<file path="src/rtl/dff_ram.sv">
// File intentionally holds no module; see dff_ram_param.sv.

</file>
<file path="src/rtl/dff_ram_param_pkg.sv">
// Shared types and constants for the parametrised DFF register-file RAM.
package dff_ram_param_pkg;

  typedef enum logic {
    ST_CLEAR = 1'b0,
    ST_IDLE  = 1'b1
  } state_t;

  // Access controls are active-low.
  localparam logic EN_ON    = 1'b0;
  localparam logic WR_WRITE = 1'b0;

  function automatic int lanes_of(input int width, input int lane_w);
    return width / lane_w;
  endfunction

endpackage

</file>
<file path="src/rtl/dff_ram_clear_fsm.sv">
// Clear-sweep sequencer: walks clr_addr 0..DEPTH-1 after reset or clear_req, one word per cycle.
// busy is registered and stays high for exactly DEPTH cycles per sweep; clear_req during a sweep is ignored.
module dff_ram_clear_fsm
  import dff_ram_param_pkg::*;
#(
  parameter int DEPTH  = 4,
  parameter int ADDR_W = 2
) (
  input  logic              clk,
  input  logic              rst_n,
  input  logic              clear_req,
  output logic              busy,
  output logic [ADDR_W-1:0] clr_addr
);

  localparam logic [ADDR_W-1:0] LAST_ADDR = ADDR_W'(DEPTH - 1);

  state_t state;

  always_ff @(posedge clk or negedge rst_n) begin
    if (!rst_n) begin
      state    <= ST_CLEAR;
      busy     <= 1'b1;
      clr_addr <= '0;
    end else begin
      case (state)
        ST_CLEAR: begin
          if (clr_addr == LAST_ADDR) begin
            state    <= ST_IDLE;
            busy     <= 1'b0;
            clr_addr <= '0;
          end else begin
            clr_addr <= clr_addr + 1'b1;
          end
        end
        default: begin
          if (clear_req) begin
            state    <= ST_CLEAR;
            busy     <= 1'b1;
            clr_addr <= '0;
          end
        end
      endcase
    end
  end

endmodule

</file>
<file path="src/rtl/dff_ram_param.sv">
// Single-port DFF RAM with per-lane write mask and registered read (1-cycle latency, rd_valid strobe).
// Accesses are dropped while busy (clear sweep) and in the cycle clear_req is seen; no other stalls.
module dff_ram_param
  import dff_ram_param_pkg::*;
#(
  parameter int WIDTH  = 72,
  parameter int DEPTH  = 4,
  parameter int LANE_W = 8,
  localparam int ADDR_W = $clog2(DEPTH),
  localparam int LANES  = lanes_of(WIDTH, LANE_W)
) (
  input  logic              clk,
  input  logic              rst_n,
  input  logic              en,
  input  logic              wr,
  input  logic [ADDR_W-1:0] address,
  input  logic [LANES-1:0]  wmask,
  input  logic [WIDTH-1:0]  data_in,
  input  logic              clear_req,
  output logic [WIDTH-1:0]  data_out,
  output logic              rd_valid,
  output logic              busy
);

  logic [WIDTH-1:0]  mem [DEPTH];
  logic [ADDR_W-1:0] clr_addr;
  logic              in_range;
  logic              acc_go;
  logic              wr_go;
  logic              rd_go;

  dff_ram_clear_fsm #(
    .DEPTH  (DEPTH),
    .ADDR_W (ADDR_W)
  ) u_clear_fsm (
    .clk       (clk),
    .rst_n     (rst_n),
    .clear_req (clear_req),
    .busy      (busy),
    .clr_addr  (clr_addr)
  );

  generate
    if ((2 ** ADDR_W) == DEPTH) begin : g_full_range
      assign in_range = 1'b1;
    end else begin : g_part_range
      assign in_range = (32'(address) < DEPTH);
    end
  endgenerate

  // A same-cycle clear_req pre-empts the access; the sweep is about to wipe the array anyway.
  assign acc_go = !busy && !clear_req && (en == EN_ON);
  assign wr_go  = acc_go && (wr == WR_WRITE) && in_range;
  assign rd_go  = acc_go && (wr != WR_WRITE);

  // Storage has no reset; the sweep zeroes it before any read can see it.
  always_ff @(posedge clk) begin
    if (busy) begin
      mem[clr_addr] <= '0;
    end else if (wr_go) begin
      for (int i = 0; i < LANES; i++) begin
        if (wmask[i]) begin
          mem[address][i*LANE_W +: LANE_W] <= data_in[i*LANE_W +: LANE_W];
        end
      end
    end
  end

  always_ff @(posedge clk or negedge rst_n) begin
    if (!rst_n) begin
      data_out <= '0;
      rd_valid <= 1'b0;
    end else begin
      rd_valid <= rd_go;
      if (rd_go) begin
        data_out <= in_range ? mem[address] : '0;
      end
    end
  end

endmodule

</file>
<file path="config.mk">
export PLATFORM = sky130hd
export DESIGN_NAME = dff_ram_param
export DESIGN_NICKNAME = d
export VERILOG_FILES = /design/src/rtl/dff_ram.sv /design/src/rtl/dff_ram_param_pkg.sv /design/src/rtl/dff_ram_clear_fsm.sv /design/src/rtl/dff_ram_param.sv
export SDC_FILE = /design/constraint.sdc
export NUM_CORES = 1
export LEC_CHECK = 0
export CORE_MARGIN = 2
export CORE_UTILIZATION = 45
export CTS_CLUSTER_DIAMETER = 120
export DETAILED_ROUTE_END_ITERATION = 16
export PLACE_DENSITY_LB_ADDON = 0.1
export SLEW_MARGIN = 5
export SYNTH_ARGS = -nofsm -noshare
export SYNTH_HDL_FRONTEND = slang
export SYNTH_SLANG_ARGS = --single-unit
</file>
<file path="constraint.sdc">
create_clock -name clk -period 5.82 [get_ports clk]
set_clock_uncertainty 0.2 [all_clocks]
set_input_delay 0.582 -clock clk [delete_from_list [all_inputs] [get_ports clk]]
set_output_delay 0.582 -clock clk [all_outputs]
set_load 0.03 [all_outputs]
</file>
==> Changelog: implementation <==
## Implementation

* Status: finished, final reports clean
* Latest clock arrival within the worst-skew pair at just over 500 ps
* Via count at a little under 7000
* Registers, synthesis at between 300 and 400
* ANT nets after route at 0
* Yosys top cell by area: edfxtp_1
* Reg area at between 10000 and 15000 sq um
* Max-Slew Margin vs Limit at 0.269
* First-pass GRT wire length at approximately 44 mm
* Fmax at between 0.2 and 0.3 GHz
* Pwr dens at 477 nW/um^2
* Detailed Place HPWL at 19.0 mm
* FP Util at 0.458
* # fillers at 2370
* CP arrival at roughly 3700 ps
* Ratio of cells with drive above 1 in the final layout at 0.239
* TNS Setup at 0 ps
* Final clock-cell share at 0.0714
* Logic Gate Count at slightly below 300
* Die Height at approximately 180 um
* Leakage power total at 5.90 nW
* Number of port buffers at about 160
* Slowest-stage cell, CP: mux2i_2
* Clock Buffer Count at 56
* DRC at 0
* Synth Flop Type: edfxtp_1
* Clk pin slew, worst setup/hold paths at approximately 60 ps
* Synth Seq Share at 0.755
* Fin crit period at roughly 3800 ps
* Cts hold-fix bufs at 0
* YS warnings at 0
* Yosys cell count at a little under 700
* Vias per cell at 5.23
* Clock sink count at approximately 370
* Syn Nets at between 700 and 800
* CP delay by family, top: simple AND/OR/NAND/NOR gates
* Bufs on Longest Clock Path at 3
* Ant diodes at 0
* Top cells by area: edfxtp_1, dfrtp_1, mux4_2
* Area delta synth->final at 23.2%
* Fraction of area in registers at 0.613
* H-tree depth reported by CTS at 2
* Logic share of the area at 0.191
* I/O pin total at 162
* RD Place Congestion at about 0.8
* Worst Setup Start Kind: input port
* Final Slew Violations at 0
* Setup repair bufs after CTS at 0
* Initial antenna violation count at 0
* Ordered cell list for the critical path: clkdlybuf4s50_1, or4_1, a31oi_4, mux2i_2, nor2_1
* Tap Count at just under 400
* Final setup fails at 0
* Yosys stat area at about 14000 sq um
* Inverters at 2
* Repair and plain buffers at about 170
* Worst slew pin tran at 1100 ps
* CTS tree: yes
* Die X at roughly 180 um
* Buffers and inverters on the worst path at 1
## metal layers
metal  up-vias  track usage  share of wire
li1       3038            -              -
met5         -            0              0
met4         0       0.0481          0.020
met1      3454        0.219           0.40
met2       193        0.317           0.54
met3        40       0.0275          0.044
## cell usage in the layout, fill, tap and decap left out, types with 3 or more instances in the layout
cell type | synthesis | final
clkbuf_8 | 0 | 6
a21oi_1 | 10 | 10
clkinv_1 | 0 | 5
clkbuf_16 | 0 | 39
and2_1 | 72 | 72
mux4_2 | 72 | 72
nor2b_1 | 4 | 4
clkbuf_1 | 10 | 11
clkinv_2 | 0 | 3
buf_4 | 0 | 9
dfrtp_1 | 76 | 76
bufinv_16 | 0 | 3
mux2i_2 | 0 | 3
clkdlybuf4s50_1 | 0 | 158
edfxtp_1 | 288 | 288
nor2_1 | 41 | 41
mux2_2 | 72 | 72
## logic make-up after synthesis
family | count (synthesis) | synth area share
and+or+nand+nor | 126 | 0.0489
AOI/OAI and AO/OA | 13 | 0.00518
buffers and inverters | 36 | 0.0121
muxes | 149 | 0.178
DFF | 365 | 0.755
adders and majority gates | 1 | 0.000893
## metrics by stage
step / hold WS [ps] / setup slack, ps / area (sq um) / cells / utilization
2_1_floorplan: 86.4 / 2940 / 14000 / 690 / -
3_3_place_gp: 288 / 1480 / 16000 / 1219 / 0.524
3_5_place_dp: 295 / 1440 / 16000 / 1219 / 0.524
4_1_cts: 124 / 1960 / 17200 / 1287 / 0.564
5_1_grt: 172 / 1820 / 17200 / 1287 / 0.564
6_report: 75.7 / 2070 / 17200 / 1287 / 0.564
## sequential cells by signal, indices dropped and copies added, names as in the netlist
signal and count:
rd_valid 1, u_clear_fsm.busy 1, u_clear_fsm.clr_addr 2, mem 288, data_out 72, u_clear_fsm.state 1
## worst paths after layout
check | startpoint | to | depth (start not counted)
min in group clk | data_out[30]$_DFFE_PN0P_ | data_out[30]$_DFFE_PN0P_ | 1
worst min register to register | data_out[30]$_DFFE_PN0P_ | data_out[30]$_DFFE_PN0P_ | 1
max in group asynchronous | rst_n | data_out[40]$_DFFE_PN0P_ | 1
worst min-delay path | rst_n | data_out[5]$_DFFE_PN0P_ | 1
worst max-delay path | clear_req | mem[2][40]$_DFFE_PP_ | 5
worst max register to register | u_clear_fsm.busy$_DFFE_PN1P_ | mem[2][40]$_DFFE_PP_ | 4
## power by group
part	total, mW	switching, mW	internal (mW)
Clock	2.36	0.920	1.44
Combinational	2.08	1.19	0.894
Sequential	3.79	0.255	3.54
Total	8.23	2.36	5.87
## synthesized netlist by cell type (all sizes together), types with 2 or more instances
library cell,n
dfrtp,76
edfxtp,288
nand3b,2
mux4,72
nor2,41
buf,17
nand2,2
a21oi,10
inv,2
nor3,2
mux2i,4
and2,72
mux2,73
o21ai,2
nor2b,4
clkbuf,17
## worst reg2reg max path, delay by kind of cell, from the launching register on
| family | cells | cell delay, ps |
|---|---|---|
| simple gates | 2 | 1000 |
| mux | 1 | 860 |
| compound gates | 1 | 660 |
| flops | 1 | 470 |
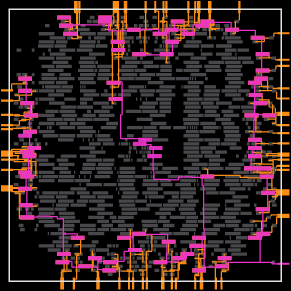
Figure 1: nets reached from selected ports.
Scale: 1.5 px per um.
[magenta] rst_n | direction: input | end cells: 77 | buffers: 1 | wire: 931 um
[orange] data_out | direction: output | end cells: 72 | buffers: 72 | wire: 2010 um

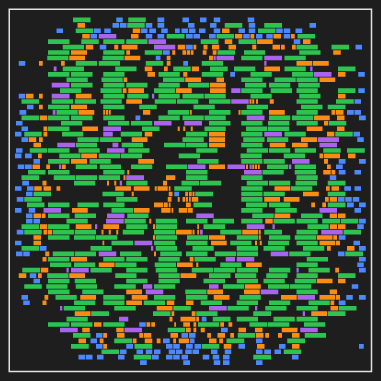
Figure 2: placed cells, one color a class.
Scale: 2 px per um.
[purple] clock drivers and dummy loads | cells: 68 | share of their area: 7.4%
[orange] combinational and other logic | cells: 291 | share of their area: 20%
[green] sequential cells | cells: 365 | share of their area: 63%
[blue] remaining buffers and delay cells | cells: 167 | share of their area: 9.8%

Power figures rest on the tool's default switching activity, not on a simulated workload.
